[src/rtl/ahb_arbiter.sv]
// ahb_arbiter: two-master round-robin AHB arbiter with burst/lock hold and address/data-phase owner tracking
module ahb_arbiter #(
  parameter logic DEFAULT_MASTER = 1'b0
) (
  input  logic       hclk_i,
  input  logic       hresetn_i,
  input  logic       hbusreq_1_i,
  input  logic       hbusreq_2_i,
  input  logic       hlock_1_i,
  input  logic       hlock_2_i,
  input  logic [1:0] htrans_i,
  input  logic [2:0] hburst_i,
  input  logic       hready_i,
  input  logic       hresp_i,
  output logic       hgrant_1_o,
  output logic       hgrant_2_o,
  output logic       hmaster_o,
  output logic       hmaster_d_o,
  output logic       hmastlock_o
);
  localparam logic [1:0] TR_IDLE   = 2'b00;
  localparam logic [1:0] TR_BUSY   = 2'b01;
  localparam logic [1:0] TR_NONSEQ = 2'b10;
  localparam logic [1:0] TR_SEQ    = 2'b11;
  logic       g_q, g_d, rr_q, rr_d, hmaster_q, hmaster_dq, hmastlock_q;
  logic [3:0] beats_q, beats_d, len_m1;
  logic [1:0] req, lck;
  logic       arb_ok, hold, win;
  assign req = {hbusreq_2_i, hbusreq_1_i};
  assign lck = {hlock_2_i, hlock_1_i};
  // remaining address beats implied by a NONSEQ of the current burst type
  always_comb begin
    case (hburst_i)
      3'b010, 3'b011: len_m1 = 4'd3;
      3'b100, 3'b101: len_m1 = 4'd7;
      3'b110, 3'b111: len_m1 = 4'd15;
      default:        len_m1 = 4'd0;
    endcase
  end
  // beat tracking; an ERROR response aborts the burst even during its wait cycle
  always_comb begin
    beats_d = hresp_i              ? 4'd0 :
              !hready_i            ? beats_q :
              htrans_i == TR_NONSEQ ? len_m1 :
              htrans_i == TR_SEQ    ? (beats_q == 4'd0 ? 4'd0 : beats_q - 4'd1) :
              htrans_i == TR_BUSY   ? beats_q : 4'd0;
  end
  // arbitration: lock hold, then round-robin, then single requester, then park
  always_comb begin
    arb_ok = hready_i && (beats_d == 4'd0);
    hold   = req[g_q] && lck[g_q];
    win    = hold    ? g_q :
             &req    ? ~rr_q :
             req[0]  ? 1'b0 :
             req[1]  ? 1'b1 : DEFAULT_MASTER;
    g_d    = arb_ok ? win : g_q;
    rr_d   = (arb_ok && |req) ? win : rr_q;
  end
  // state registers; owner pipeline advances only on accepted transfers
  always_ff @(posedge hclk_i or negedge hresetn_i) begin
    if (!hresetn_i) begin
      g_q         <= DEFAULT_MASTER;
      rr_q        <= DEFAULT_MASTER;
      beats_q     <= 4'd0;
      hmaster_q   <= DEFAULT_MASTER;
      hmaster_dq  <= DEFAULT_MASTER;
      hmastlock_q <= 1'b0;
    end else begin
      g_q     <= g_d;
      rr_q    <= rr_d;
      beats_q <= beats_d;
      if (hready_i) begin
        hmaster_q   <= g_q;
        hmaster_dq  <= hmaster_q;
        hmastlock_q <= lck[g_q];
      end
    end
  end
  assign hgrant_1_o  = ~g_q;
  assign hgrant_2_o  = g_q;
  assign hmaster_o   = hmaster_q;
  assign hmaster_d_o = hmaster_dq;
  assign hmastlock_o = hmastlock_q;
endmodule

[config.mk]
export PLATFORM = sky130hd
export DESIGN_NAME = ahb_arbiter
export DESIGN_NICKNAME = d
export VERILOG_FILES = /design/src/rtl/ahb_arbiter.sv
export SDC_FILE = /design/constraint.sdc
export NUM_CORES = 1
export LEC_CHECK = 0
export ABC_AREA = 1
export CAP_MARGIN = 20
export CORE_ASPECT_RATIO = 1.2
export CORE_UTILIZATION = 25
export DETAILED_ROUTE_END_ITERATION = 8
export SLEW_MARGIN = 10
export SYNTH_ARGS = -nofsm -noshare
export SYNTH_HDL_FRONTEND = slang
export SYNTH_SLANG_ARGS = --single-unit
export TNS_END_PERCENT = 5
[constraint.sdc]
create_clock -name hclk_i -period 2.6 [get_ports hclk_i]
set_input_delay 0.52 -clock hclk_i [delete_from_list [all_inputs] [get_ports hclk_i]]
set_output_delay 0.52 -clock hclk_i [all_outputs]
set_load 0.005 [all_outputs]
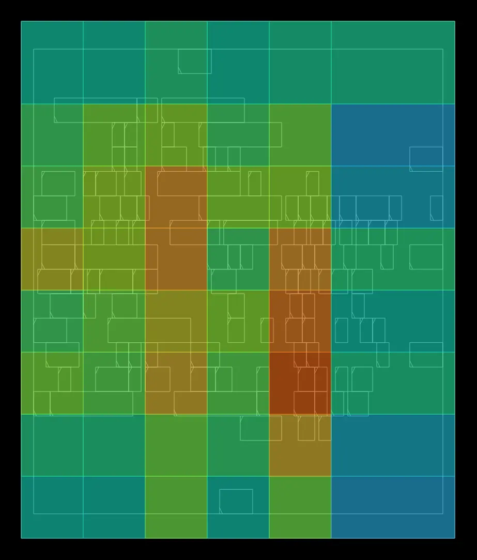
*Routing congestion map*
met1 track demand over resource: 13.49%
GR Layer Usage met3: 1.899%
met2 global-route usage: 17.90%

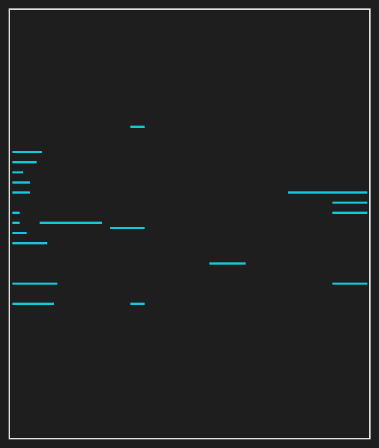
*The metal 3 layer*
17 nets have wire on it. The layer holds 5.4% of the routed length.

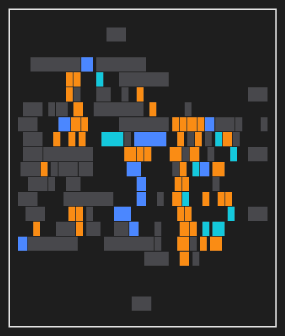
*Logic cells by family*
Key: cyan = nor cells [cells 9, most used nor2_1]; blue = aoi and oai cells [cells 11, most used a21oi_1]; orange = nand cells [cells 44, most used nand2_1]

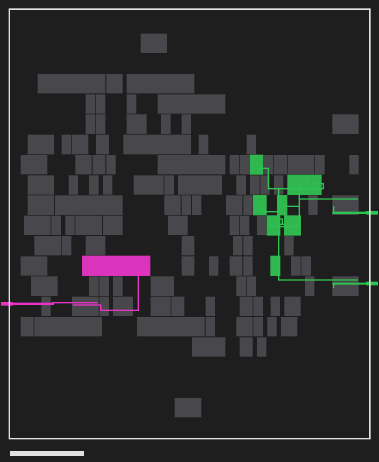
*I/O nets highlighted*
Scale bar: 10 um.
Key: magenta = hmaster_d_o [bits 1, direction output, end cells 1, buffers 1, wire 27.3 um]; green = htrans_i [bits 2, direction input, end cells 9, buffers 2, wire 72.6 um]

==> out/metrics.sh <==
SEQAREAFRACTION_PCT=25.90
YOSYS_CELLS=98
REMAINING_DRC_ERRORS=0
CRITICAL_PATH_DEPTH=12
H-TREE-DEPTH=1
FINALINSTANCEAREA_UM2=869.6
PERIOD_MINUS_SLACK_NS=1.835
GRT_PASS1_WL_UM=2166
STAGE_LOG_WARNINGS=27
R2R-START='beats_q[0]'
POSTSYNTHAREAPERCELL_UM2=6.550
CTS_TREE='done'
POST_CTS.RESIZED_INSTANCES=0
CTS_HOLD_BUF=0
CTS.SINK_COUNT=9
REG2REG_DEPTH=13
TIMING.RR.END='rr_q'
YOSYSWARNINGCOUNT=0
GLOBALROUTEOVERFLOWTOTAL=0
SYN-NUM-NETS=112
TRITONCTS.NUM_BUFFERS=3
N_SEQUENTIAL_CELL=9
POWER_W=0.0004406
FP.COREAREA_UM2=2354
DIE_X_UM=48.26
FILLERINSTANCES=263
LARGEST_NET_DEGREE_AT_THE_START_OF_GLOBAL_ROUTING=10
ANTENNA_FOUND_INITIAL=0
TIMING.FINAL.HOLD_VIOLATIONS=0
SETUP.WORST_PATH.START_CLASS='input pin'
LAYOUT.NETS=133
DRTANTENNAVIOLNETS=0
SIGNAL_BUFFERS=17
CP-END-KIND='register'
PLACEMENTROWS=19
CLOCK_BUFFER_COUNT=4
NUM_VIAS=628
IO_BUFFER_COUNT=16
LAYOUT_TOP_CELL_EXCL_FILL_TAP='nand2_1'
OUTCOME='complete, no violations'
[report_power, final]
part	leakage (nW)	total, W	switching (W)	internal [W]
sequential	0.115	0.000180	0.0000165	0.000164
combinational	0.325	0.000153	0.0000732	0.0000793
clock	0.0150	0.000108	0.0000487	0.0000591
total	0.454	0.000441	0.000138	0.000302
[state kept, by name, indices dropped and copies added (netlist names)]
| register | cells |
|---|---|
| rr_q | 1 |
| beats_q | 4 |
| hmaster_d_o | 1 |
| hgrant_2_o | 1 |
| hmastlock_o | 1 |
| hmaster_o | 1 |
[per-stage QoR]
stage | setup slack, ns | hold slack (ns) | instances
2_1_floorplan | 1.075 | 0.2244 | 98
3_3_place_gp | 0.4975 | 0.4605 | 145
3_5_place_dp | 0.4674 | 0.4639 | 145
4_1_cts | 0.7376 | 0.4773 | 149
5_1_grt | 0.6105 | 0.4900 | 149
6_report | 0.7651 | 0.4733 | 149
[metal layers]
metal  vias up  part of all wire [%]
met2        20                    45
li1        340                     -
met3         5                   5.4
met4         0                   2.4
met1       263                    47
met5         -                     0
[kinds of logic after synthesis]
family                   share of synthesized area, %
buffers and inverters                           13.06
adder cells (fa/ha/maj)                         1.949
flip-flops                                      35.09
AND-OR/OR-AND                                   12.87
AND/OR/NAND/NOR                                 37.04
[cell usage after synthesis]
cell	number	area share, %
a31oi_1	2	1.9
nand2_1	31	18
o21bai_1	1	1.2
buf_2	1	0.78
nand4_1	1	0.98
nor2_4	1	1.8
nor2_2	1	0.98
a21oi_1	4	3.1
ha_1	1	1.9
a21oi_4	1	2.5
o21a_1	1	1.2
nand3_1	8	6.2
a21oi_2	1	1.4
or2_2	1	0.98
dfrtp_1	9	35
o21ai_0	2	1.6
inv_1	20	12
inv_2	1	0.58
nand2_2	4	3.9
nor2_1	7	4.1
Power and IR drop assume default switching activity.
